Figure 1. Logic cells by family.
(4 px per um)
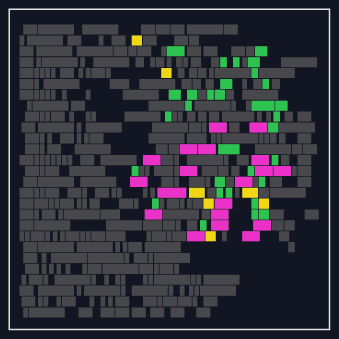
Figure 2. Wiring by layer.
(4 px per um)
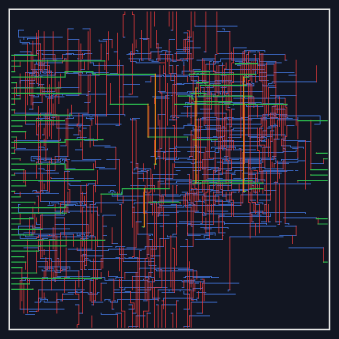
Figure 3. Sequential cells grouped by signal name.
(3 px per um) Other sequential cells in the stronger gray, the rest of the logic in the fainter gray.
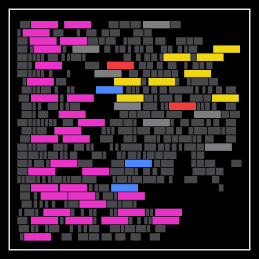
Figure 4. Clock nets.
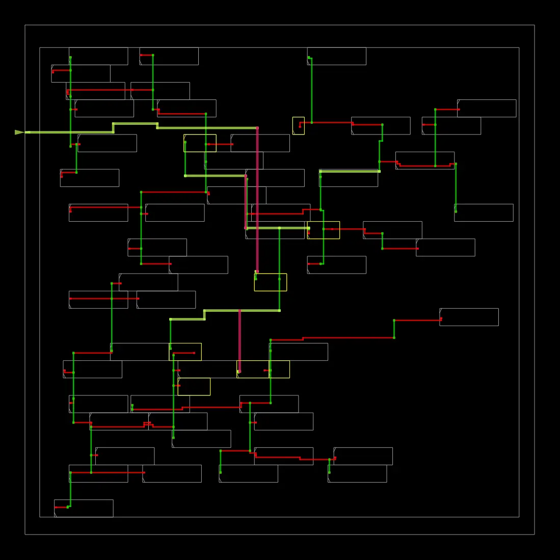
==> config.mk <==
export PLATFORM = sky130hd
export DESIGN_NAME = ebr_recovery_ctrl_flat
export DESIGN_NICKNAME = d
export VERILOG_FILES = /design/src/rtl/ebr_recovery_ctrl_pkg.sv /design/src/rtl/ebr_recovery_ctrl_if.sv /design/src/rtl/ebr_age_tracker.sv /design/src/rtl/ebr_recovery_ctrl.sv /design/src/flat_wrapper.sv
export SDC_FILE = /design/constraint.sdc
export NUM_CORES = 1
export LEC_CHECK = 0
export ABC_AREA = 0
export CORE_MARGIN = 2
export CORE_UTILIZATION = 46
export DETAILED_ROUTE_END_ITERATION = 12
export PLACE_DENSITY = 0.88
export SYNTH_ARGS = -nofsm -noshare
export SYNTH_HDL_FRONTEND = slang
export SYNTH_SLANG_ARGS = --single-unit
==> constraint.sdc <==
create_clock -name clk -period 3 [get_ports clk]
set_input_delay 0.6 -clock clk [delete_from_list [all_inputs] [get_ports clk]]
set_output_delay 0.6 -clock clk [all_outputs]
set_load 0.01 [all_outputs]
==> impl.org <==
#+TITLE: Synthesis and PnR summary

** STA
- Final worst setup slack :: 0.163 ns
- OpenROAD reports that the post-layout worst path occupies 94.6% of the period.
- The most critical hold endpoint after final layout shows a slack of 0.277 ns.
- The transition time recorded at the tightest slew-check pin is 0.444 ns.
- Setup TNS Final :: 0 ns

** Setup path
- Depth of the worst register-to-register path :: 10
- The data arrival time reported for the critical path is 2.24 ns.
- The critical path crosses 5 cells after its start point.
- Looking at the critical path, the highest net fanout was 4.
- CP Data Required Time :: roughly 2.4 ns
- STA classifies the critical path endpoint as an output pin.
- STA classifies the critical path startpoint as an input pin.
- Walking the worst path, the cells encountered are clkdlybuf4s50_1 > a211oi_2 > and3_1 > buf_4 > clkdlybuf4s50_1.

** Global route
- The initial antenna violation count was 0.

** Power
- Total Power :: 0.00321 W
- The switching portion of total power comes to 38.7%.
- Sequential power for this build is 0.00112 W.

** Hold path
- The path class of the tightest hold or removal check is input pin to async pin.

** Cells and area
- The final layout contains a sequential cell count of 52.
- Ratio of cells with drive above 1 in the final layout :: 7.87%
- The clock buffers instantiated in the layout total 6.
- Design area :: 3700 um^2

** Place
- DP Area :: approximately 3600 um^2
- Including well taps, the total number of placed cells is 445.
- Input/output buffers :: ~84

** Detailed routing
- Ratio of routed vias to standard cells :: 5.15
- Drt pass-1 iters :: 4

** Yosys
- Per the Yosys statistics, synthesis produced between 200 and 300 cells.
- Syn. warnings :: 0
- YS chip area :: 2640 um^2
- Most numerous cell types in the synthesized netlist :: 111 x sky130_fd_sc_hd__nand2_1, 52 x sky130_fd_sc_hd__dfrtp_1, 18 x sky130_fd_sc_hd__ha_1
- The number of different library cells used by synthesis comes to just over 40.
- Each instance of the synthesized netlist takes up on average 9.18 um^2.

** Clocking
- Hold repair after CTS inserted 0 buffers.
- Clock Tree Buf Depth :: 2

** Run status
- The flow ran to the end, and the final reports show no timing, DRC or antenna violations.

** Run
- Total tool warning count :: 32

** Floorplan
- Per the OpenROAD floorplan log, the area of the core is 5510 um^2.
-- Figure 1 (at the start) --
aoi and oai cells: in green, cells 31, most used a21oi_1. fa/ha/maj cells: in magenta, cells 19, most used ha_1. non-inverting ao/oa cells: in yellow, cells 7, most used a21o_1.
number of cells in the finished layout apart from fillers: 453
fraction of area in multi-input gates: 33.3%

-- Figure 2 (at the start) --
M2: in red, wire length 3210 um. M4: in orange, wire length 92.5 um. M3: in green, wire length 584 um. M1: in blue, wire length 2620 um.
count of vias placed by the detailed router: 2331
sum of routed wire length over all layers: 6500 um
routed wire length per instance: 14.3 um

-- Figure 3 (at the start) --
u_core.bus.ebr_idx: in red, sequential cells 2. u_core.u_age_tracker.slot_q: in yellow, sequential cells 8. u_core.u_age_tracker.count: in blue, sequential cells 3. u_core.bus.redirect_pc: in magenta, sequential cells 32.
Storage cell area: 1300 um^2
sequential share of cell area: 35.1%
final core occ: 67.2%

-- Figure 4 (at the start) --
clock buffer count from CTS: 5
clock latency reported for the late side of the worst-skew pair: 0.31 ns
power in the clock group: 0.000425 W

[layer usage]
metal	global-route usage (%)	wire [um]
met3	6.90	583
met4	6.03	92
met1	28.1	2620
met5	0	0
met2	37.8	3210
[logic make-up (layout without fill, tap and decap cells)]
logic type	after synthesis	in the layout	share of synthesized area [%]
compound gates	38	38	10.4
xor+xnor	8	8	2.66
fa+ha+maj	19	19	9.31
buf+inv	24	118	3.85
flops	52	52	49.4
mux	1	1	0.855
simple gates	145	145	23.5
[placed cells by master (no fill, tap or decap), drive strengths merged, types with 4 or more instances in the layout]
cell,count
dfrtp,52
a21o,4
clkdlybuf4s50,83
o21ai,9
nor2b,4
inv,13
nand2b,8
a21oi,9
a221oi,5
buf,14
nor2,7
xnor2,7
clkbuf,6
ha,18
nand2,111
Power figures rest on the tool's default switching activity, not on a simulated workload.
